**src/rtl/dlatch_monitor.sv**
```systemverilog
// rtl/dlatch_monitor.sv - debounced, complementarity-checked monitor for a D-latch Q/Q-bar rail pair
module dlatch_monitor #(
    parameter int SYNC_STAGES    = 2,
    parameter int STABLE_CYCLES  = 4,
    parameter int ILLEGAL_CYCLES = 3,
    parameter int CNT_WIDTH      = 8
) (
    input  logic                 clk,
    input  logic                 rst,
    input  logic                 q_in,
    input  logic                 qn_in,
    input  logic                 clear,
    output logic                 q_stable,
    output logic                 q_rise,
    output logic                 q_fall,
    output logic [CNT_WIDTH-1:0] toggle_count,
    output logic                 count_sat,
    output logic                 valid,
    output logic                 illegal
);

    // The FSM registers capture alongside the final synchronizer stage, so the
    // explicit chain holds SYNC_STAGES-1 flops and qs/qns are its output.
    localparam int SW   = SYNC_STAGES - 1;
    localparam int CMAX = (STABLE_CYCLES > ILLEGAL_CYCLES) ? STABLE_CYCLES : ILLEGAL_CYCLES;
    localparam int CW   = $clog2(CMAX + 1);
    localparam logic [CW-1:0] STABLE_N = CW'(STABLE_CYCLES);
    localparam logic [CW-1:0] ILL_N    = CW'(ILLEGAL_CYCLES);
    localparam logic [CW-1:0] ONE_N    = CW'(1);

    typedef enum logic [1:0] {
        S_INIT   = 2'd0,
        S_STABLE = 2'd1,
        S_SETTLE = 2'd2,
        S_FAULT  = 2'd3
    } state_t;

    logic [SW-1:0]        q_sync;
    logic [SW-1:0]        qn_sync;
    logic                 qs;
    logic                 qns;
    logic                 legal;

    state_t               state;
    state_t               state_n;
    logic [CW-1:0]        run_cnt;
    logic [CW-1:0]        run_cnt_n;
    logic [CW-1:0]        run_inc;
    logic                 run_val;
    logic                 run_val_n;
    logic [CW-1:0]        ill_cnt;
    logic [CW-1:0]        ill_next;
    logic                 commit;
    logic                 acquire;
    logic [CNT_WIDTH-1:0] cnt_inc;

    assign qs      = q_sync[SW-1];
    assign qns     = qn_sync[SW-1];
    assign legal   = qs ^ qns;
    assign cnt_inc = toggle_count + 1'b1;

    always_comb begin
        ill_next  = ill_cnt;
        run_inc   = ONE_N;
        state_n   = state;
        run_cnt_n = run_cnt;
        run_val_n = run_val;
        commit    = 1'b0;
        acquire   = 1'b0;

        if (legal) begin
            ill_next = '0;
        end else if (ill_cnt != ILL_N) begin
            ill_next = ill_cnt + 1'b1;
        end

        if (run_cnt != '0 && qs == run_val) begin
            run_inc = run_cnt + 1'b1;
        end

        if (state != S_FAULT && !legal && ill_next == ILL_N) begin
            state_n   = S_FAULT;
            run_cnt_n = '0;
        end else begin
            case (state)
                S_INIT, S_FAULT: begin
                    if (legal) begin
                        run_cnt_n = run_inc;
                        run_val_n = qs;
                        if (run_inc == STABLE_N) begin
                            state_n   = S_STABLE;
                            run_cnt_n = '0;
                            // Leaving FAULT at a new level is a real toggle; leaving INIT is not.
                            if (state == S_INIT) begin
                                acquire = 1'b1;
                            end else if (qs != q_stable) begin
                                commit = 1'b1;
                            end
                        end
                    end else begin
                        run_cnt_n = '0;
                    end
                end
                S_STABLE: begin
                    if (legal && qs != q_stable) begin
                        run_val_n = qs;
                        run_cnt_n = ONE_N;
                        if (STABLE_N == ONE_N) begin
                            commit    = 1'b1;
                            run_cnt_n = '0;
                        end else begin
                            state_n = S_SETTLE;
                        end
                    end
                end
                S_SETTLE: begin
                    if (!legal || qs == q_stable) begin
                        state_n   = S_STABLE;
                        run_cnt_n = '0;
                    end else begin
                        run_cnt_n = run_cnt + 1'b1;
                        if (run_cnt_n == STABLE_N) begin
                            commit    = 1'b1;
                            state_n   = S_STABLE;
                            run_cnt_n = '0;
                        end
                    end
                end
                default: begin
                    state_n   = S_INIT;
                    run_cnt_n = '0;
                end
            endcase
        end
    end

    always_ff @(posedge clk) begin
        if (rst) begin
            q_sync       <= '0;
            qn_sync      <= '1;
            state        <= S_INIT;
            run_cnt      <= '0;
            run_val      <= 1'b0;
            ill_cnt      <= '0;
            q_stable     <= 1'b0;
            q_rise       <= 1'b0;
            q_fall       <= 1'b0;
            valid        <= 1'b0;
            illegal      <= 1'b0;
            toggle_count <= '0;
            count_sat    <= 1'b0;
        end else begin
            q_sync[0]  <= q_in;
            qn_sync[0] <= qn_in;
            for (int i = 1; i < SW; i++) begin
                q_sync[i]  <= q_sync[i-1];
                qn_sync[i] <= qn_sync[i-1];
            end

            state   <= state_n;
            run_cnt <= run_cnt_n;
            run_val <= run_val_n;
            ill_cnt <= ill_next;

            if (acquire || commit) begin
                q_stable <= qs;
            end
            q_rise  <= commit & qs;
            q_fall  <= commit & ~qs;
            valid   <= (state_n == S_STABLE) || (state_n == S_SETTLE);
            illegal <= (state_n == S_FAULT);

            if (clear) begin
                toggle_count <= '0;
                count_sat    <= 1'b0;
            end else if (commit && !count_sat) begin
                toggle_count <= cnt_inc;
                count_sat    <= &cnt_inc;
            end
        end
    end

endmodule

```
**config.mk**
```make
export PLATFORM = sky130hd
export DESIGN_NAME = dlatch_monitor
export DESIGN_NICKNAME = d
export VERILOG_FILES = /design/src/rtl/dlatch_monitor.sv
export SDC_FILE = /design/constraint.sdc
export NUM_CORES = 1
export LEC_CHECK = 0
export CORE_ASPECT_RATIO = 0.75
export CORE_MARGIN = 4
export CORE_UTILIZATION = 54
export CTS_CLUSTER_SIZE = 25
export DETAILED_ROUTE_END_ITERATION = 8
export PLACE_DENSITY_LB_ADDON = 0.15
export SLEW_MARGIN = 25
export SYNTH_ARGS = -nofsm -noshare
export SYNTH_HDL_FRONTEND = slang
export SYNTH_SLANG_ARGS = --single-unit
```
**constraint.sdc**
```tcl
create_clock -name clk -period 2.95 [get_ports clk]
set_input_delay 0.59 -clock clk [delete_from_list [all_inputs] [get_ports clk]]
set_output_delay 0.59 -clock clk [all_outputs]
set_load 0.1 [all_outputs]
```
==> images/clock_wires.png <==
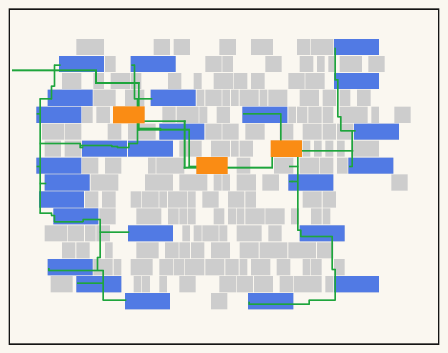
[clock wires] green | length: 291 µm
[flip-flops] blue | count: 25
[clock-net drivers] orange | count: 3
flops lie: spread over the die
routed clock nets: 4

==> images/congestion_map.png <==
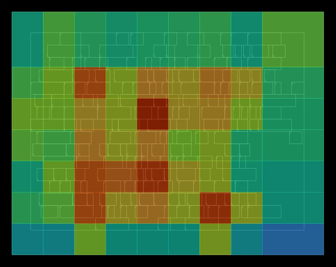
GR peak layer: met2
GRT met2 Usage: 0.312
met1 Resource Use GR: 0.280
GRT Total Usage: 0.201

==> images/pinout.png <==
Pins as bars across the die edge, other pins in gray.
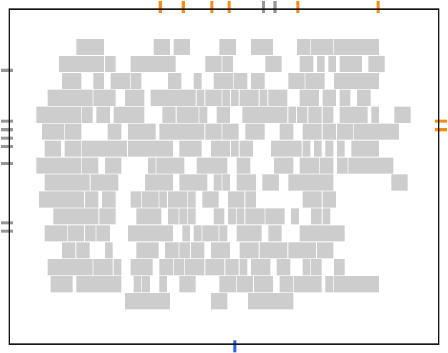
| port | color | pins | direction | edge |
|---|---|---|---|---|
| `toggle_count` | orange | 8 | output | 6 north, 2 east |
| `q_stable` | blue | 1 | output | south |

==> images/layers.png <==
Two of the layers only.
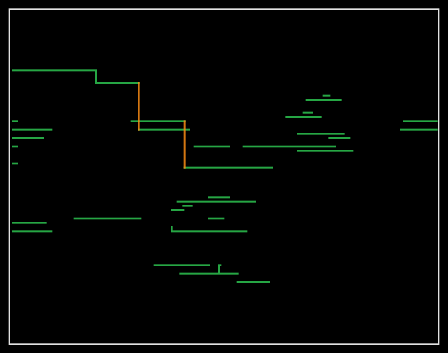
| layer | color | wire length |
|---|---|---|
| M4 | orange | 15.0 µm |
| M3 | green | 210 µm |

==> images/class_map.png <==
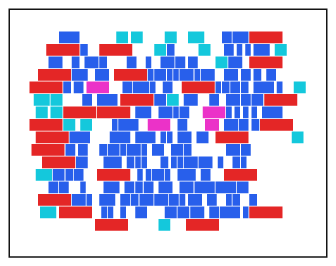
| class | color | cells |
|---|---|---|
| clock drivers and dummy loads | magenta | 4 |
| remaining buffers and delay cells | cyan | 20 |
| registers | red | 25 |
| remaining logic cells | blue | 144 |

==> notes.md <==
run metrics: Yosys top cell area share=0.335, Adders+Majority by Area=0.0921, setup TNS=0 ns, Buf+Inv Stages, Crit Path=1, most numerous cell in the Yosys netlist=dfxtp_1, combinational gate count=136, routing usage on met3=0.0564, post-synthesis instance area=0.00149 mm², Routed Antenna Nets=0, status=finished clean, initial DRC count=between 100 and 150, max incr delay on CP=0.52 ns, placed instance count=about 230, Largest register FFs=8, Final Critical Period=2.55 ns, IO Port Bufs=18, antenna cells=0, largest register by flop count=toggle_count, Largest regs=toggle_count x8, ill_cnt x3, run_cnt x3, Post-Synth Simple-Gate Area=0.290, Max Root-Sink Buffers=2, cell leakage power=approximately 0.00072 µW, final setup vio count=0, Post-synth EDFFs=0, Synth Seq Share=0.335, r2r setup slk=0.40 ns, pre-CTS setup slack=around 0.45 ns
final timing paths:
kind | from | endpoint | cells past startpoint
worst max-delay path | run_cnt[0] | valid | 9
worst max register to register | run_cnt[0] | valid | 9
worst min-delay path | run_cnt[1] | run_cnt[1] | 2
worst min register to register | run_cnt[1] | run_cnt[1] | 2
routing by layer:
metal | vias to the layer above | wire length, µm
met5 | - | 0
met4 | 0 | 14
met3 | 4 | 210
met2 | 57 | 1550
met1 | 635 | 1590
li1 | 676 | -
power breakdown:
group | switching [µW] | total (µW) | internal [µW]
combinational | 64.9 | 108 | 43.3
sequential | 11.7 | 359 | 347
clock | 115 | 214 | 99.0
total | 191 | 681 | 489
Power is estimated from default activity; no workload was simulated.
